The clock network:
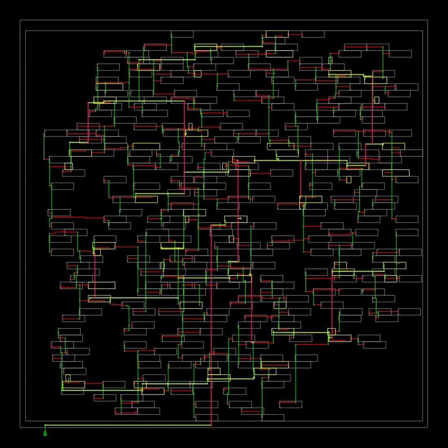
Cell classes on the final placement:
(1.5 px per um)
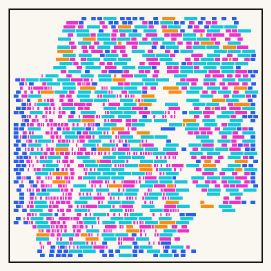
### src/rtl/fetch_queue.sv
// fetch_queue: IF stage owning the fetch PC and a DEPTH-entry prefetch queue of {instruction, PC+4}.
// Optional build macro FETCHQ_STATS_EN adds the FlushCount / FullCycles saturating statistics ports.
module fetch_queue #(
  parameter int                DATA_W   = 32,
  parameter int                ADDR_W   = 32,
  parameter int                DEPTH    = 4,
  parameter logic [ADDR_W-1:0] PC_RESET = '0
) (
  input  logic                       Clk,
  input  logic                       Reset,
  output logic [ADDR_W-1:0]          IMemAddr,
  input  logic [DATA_W-1:0]          IMemData,
  input  logic                       Redirect,
  input  logic [ADDR_W-1:0]          RedirectPC,
  input  logic                       Stall,
  output logic                       Valid,
  output logic [DATA_W-1:0]          InstrOut,
  output logic [ADDR_W-1:0]          PCPlus4Out,
  output logic [$clog2(DEPTH+1)-1:0] Count
`ifdef FETCHQ_STATS_EN
  ,
  output logic [31:0]                FlushCount,
  output logic [31:0]                FullCycles
`endif
);

  localparam int PTR_W = $clog2(DEPTH);
  localparam int CNT_W = $clog2(DEPTH+1);
  localparam logic [CNT_W-1:0] FULL_CNT = CNT_W'(DEPTH);

  logic [ADDR_W-1:0] pc_p0;
  logic [PTR_W-1:0]  head_p0;
  logic [PTR_W-1:0]  tail_p0;
  logic [CNT_W-1:0]  cnt_p0;
  logic [DATA_W-1:0] instr_p0 [DEPTH];
  logic [ADDR_W-1:0] pc4_p0   [DEPTH];

  logic              full;
  logic              pop;
  logic              push;
  logic [ADDR_W-1:0] pc_plus4;

  always_comb begin
    full     = (cnt_p0 == FULL_CNT);
    pop      = (cnt_p0 != '0) & ~Stall & ~Redirect;
    push     = ~Redirect & (~full | pop);
    pc_plus4 = pc_p0 + ADDR_W'(4);
  end

  // ---- fetch / queue stage: PC register, ring storage, pointers and occupancy
  always_ff @(posedge Clk or posedge Reset) begin
    if (Reset) begin
      pc_p0   <= PC_RESET;
      head_p0 <= '0;
      tail_p0 <= '0;
      cnt_p0  <= '0;
      for (int i = 0; i < DEPTH; i++) begin
        instr_p0[i] <= '0;
        pc4_p0[i]   <= '0;
      end
    end else if (Redirect) begin
      // The word on IMemData this cycle belongs to the wrong path and is dropped.
      pc_p0   <= RedirectPC;
      head_p0 <= '0;
      tail_p0 <= '0;
      cnt_p0  <= '0;
    end else begin
      if (pop)
        head_p0 <= head_p0 + PTR_W'(1);
      if (push) begin
        instr_p0[tail_p0] <= IMemData;
        pc4_p0[tail_p0]   <= pc_plus4;
        tail_p0           <= tail_p0 + PTR_W'(1);
        pc_p0             <= pc_plus4;
      end
      if (push && !pop)
        cnt_p0 <= cnt_p0 + CNT_W'(1);
      else if (pop && !push)
        cnt_p0 <= cnt_p0 - CNT_W'(1);
    end
  end

  always_comb begin
    IMemAddr   = pc_p0;
    Valid      = (cnt_p0 != '0);
    InstrOut   = instr_p0[head_p0];
    PCPlus4Out = pc4_p0[head_p0];
    Count      = cnt_p0;
  end

`ifdef FETCHQ_STATS_EN
  function automatic logic [31:0] sat_add(input logic [31:0] a, input logic [31:0] b);
    logic [32:0] sum;
    sum = {1'b0, a} + {1'b0, b};
    return sum[32] ? '1 : sum[31:0];
  endfunction

  // ---- statistics stage
  always_ff @(posedge Clk or posedge Reset) begin
    if (Reset) begin
      FlushCount <= '0;
      FullCycles <= '0;
    end else begin
      if (Redirect)
        FlushCount <= sat_add(FlushCount, 32'(cnt_p0));
      if (full && !pop)
        FullCycles <= sat_add(FullCycles, 32'd1);
    end
  end
`endif

endmodule

### config.mk
export PLATFORM = sky130hd
export DESIGN_NAME = fetch_queue
export DESIGN_NICKNAME = d
export VERILOG_FILES = /design/src/rtl/fetch_queue.sv
export SDC_FILE = /design/constraint.sdc
export NUM_CORES = 1
export LEC_CHECK = 0
export CAP_MARGIN = 30
export CORE_MARGIN = 2
export CORE_UTILIZATION = 50
export DETAILED_ROUTE_END_ITERATION = 8
export PLACE_DENSITY = 0.76
export SLEW_MARGIN = 30
export SYNTH_ARGS = -nofsm -noshare
export SYNTH_HDL_FRONTEND = slang
export SYNTH_SLANG_ARGS = --single-unit
export TNS_END_PERCENT = 50
### constraint.sdc
create_clock -name Clk -period 10.54 [get_ports Clk]
set_input_delay 3.162 -clock Clk [delete_from_list [all_inputs] [get_ports Clk]]
set_output_delay 3.162 -clock Clk [all_outputs]
set_load 0.005 [all_outputs]
==> Changelog: implementation <==
### Physical design

* Mapped Cells at 1053
* Final Slew Violations at 0
* YS chip area at 13400 sq um
* Area contributors post-synth: dfrtp_1 55%, mux2_2 13%, mux4_2 11%, o21ai_0 4.7%, nand2_1 4.5%
* Remaining DRCs at 0
* Clock share of power at roughly a quarter
* Via density per instance at around 5.6
* IO Pins at between 150 and 200
* Fraction of layout cells with a size suffix above 1 at roughly 25%
* Critical Path Sink Type: output port
* Initial drt markers at about 540
* Worst slew pin tran at around 800 ps
* CP Launch Type: register
* Share of flip-flops with an asynchronous set or reset at 100%
* Largest net degree at the start of global routing at 177
* Seq share, synth at about 55%
* RePlAce Congestion at 0.807
* Synth Flop Type: dfrtp_1
* Area leader, netlist: dfrtp_1
* HP Class: reg2reg
* Int Pwr at 3.35 mW
* Leak Pwr at around 6.8 nW
* Clk slew on worst S/H paths at approximately 60 ps
* Die Size at 28100 sq um
* Design Power at approximately 4.7 mW
* Post-synthesis register bit count at between 200 and 300
* Post-synth EDFFs at 0
* CP Capture Point: PCPlus4Out[24]
* Hold Path Origin: pc4_p0[34]$_DFFE_PP0P_
* Final setup fails at 0
* Via Count at a little under 9k
* Synth warnings at 0
* TNS Setup at 0 ps
* Initial antenna violation count at 0
* FF-to-FF Start: Count[0]$_DFFE_PP0P_
* N_diodes at 0
* Synth Net Count at ~1.1k
* Status: complete, no violations
* GRT overflow at 0
* DR pass1 iterations at 4
* DP HPWL at between 15 and 20 mm
* Num CTS Buffers at 31
* Flop-to-flop setup slack at roughly 7700 ps
* Combinational share of power at about a third
* Critical Path AT at between 2000 and 3000 ps
* Final Hold Fails at 0
* Critical-path top delay cell: buf_6
* Syn Area/Cell at between 10 and 15 sq um
* Global-route wire length before repair at 49.3 mm
* Switching portion of total power at 28.3%
* Power per cell area at approximately 280 nW/um^2
* Area growth from synthesis to layout at 23.2%
* Pre-CTS WS at approximately 4500 ps
* Rel. slew slack at between 40% and 50%
* CP Cell Sequence: buf_6 > mux4_2 > clkdlybuf4s50_1
* Tool warnings at 31
* WL final at approximately 29 mm
* Top Family by Delay on Critical Path: buffers and inverters
* Distinct lib cells used at 36
* CTS H-tree depth at 1
* Vias in the first global route at a little over 9k
* Max-Cap Viols at 0
* Worst hold stages at 2
* Cell with the most instances after synthesis: dfrtp_1
* Die X-Extent at roughly 170 um
* Layout net count at ~1.3k
* Resized Gates After CTS at 0
* Setup crit start: head_p0[0]$_DFFE_PP0P_
* FP Core Util at 51.1%
* Port bufs at around 170
* Synth cell count leaders: 295 x dfrtp_1, 161 x nand2_1, 154 x mux2_2
* Post-CTS Setup Repair Bufs at 0
* Dominant logic cell type in the layout: dfrtp_1
* CP max FO at about 57
* Total GRT Usage at between 20% and 30%
* CTS tree: yes
* Critical path depth in cells at 3
Back to the opening pictures, 'the clock network':
clk latency late pin: 540 ps
clock sinks: 295

Back to the opening pictures, 'cell classes on the final placement':
class	colour	cells	share of their area
combinational and other logic	magenta	681	35%
remaining buffers and delay cells	blue	181	12%
sequential cells	cyan	295	46%
clock drivers and dummy loads	orange	57	7.0%
cell row count: 59
sequential cell area share: 44.8%
fin area: 16500 sq um
core footprint: 26200 sq um
utilization after layout: 62.9%

[power groups by stage]
stage	Clock (mW)	Sequential (mW)	Combinational (mW)
final	1.19	1.92	1.57
after global routing	1.26	1.98	1.71
after CTS	1.22	1.92	1.59
after detailed placement	0	1.93	1.58
after global placement	0	1.91	1.52
after floorplan	0	1.81	0.975
[metal layers]
layer | GRT usage (%) | routed length [um]
met5 | 0 | 0
met4 | 4.01 | 329
met1 | 30.5 | 13200
met3 | 3.69 | 1450
met2 | 35.9 | 14400
[layout make-up]
cell class | count | area [sq um]
well taps | 335 | 419
inverters | 5 | 22.5
flip-flops and latches | 295 | 7390
repair buffers | 181 | 1850
fillers | 1969 | 9720
clock buffers | 40 | 860
multi-input cells | 676 | 5670
clock inverters | 17 | 273
[flip-flops by register name, summed over array words and instances, names as in the netlist]
| name | cells |
|---|---|
| tail_p0 | 2 |
| pc4_p0 | 128 |
| IMemAddr | 32 |
| instr_p0 | 128 |
| head_p0 | 2 |
| Count | 3 |
[metrics by stage]
stage               area (sq um)  hold WS, ps
finish                     16500          480
global route               16500          492
CTS                        16400          480
detailed placement         15300          466
global placement           15300          456
floorplan                  13400          445
[worst min-delay path: cells and delay by family (launching register included)]
family,cells,cell delay (ps)
simple gates,1,50
compound gates,1,60
flops,1,340
[cell families after synthesis]
group | Yosys count | share of synthesized area, %
AND-OR/OR-AND | 136 | 5.10
XOR/XNOR | 61 | 3.99
adder cells (fa/ha/maj) | 6 | 0.617
buffers and inverters | 82 | 2.71
flip-flops | 295 | 55.1
multiplexers | 219 | 23.8
AND/OR/NAND/NOR | 254 | 8.64
No activity file was given, so power comes from the tool's default toggle rates.
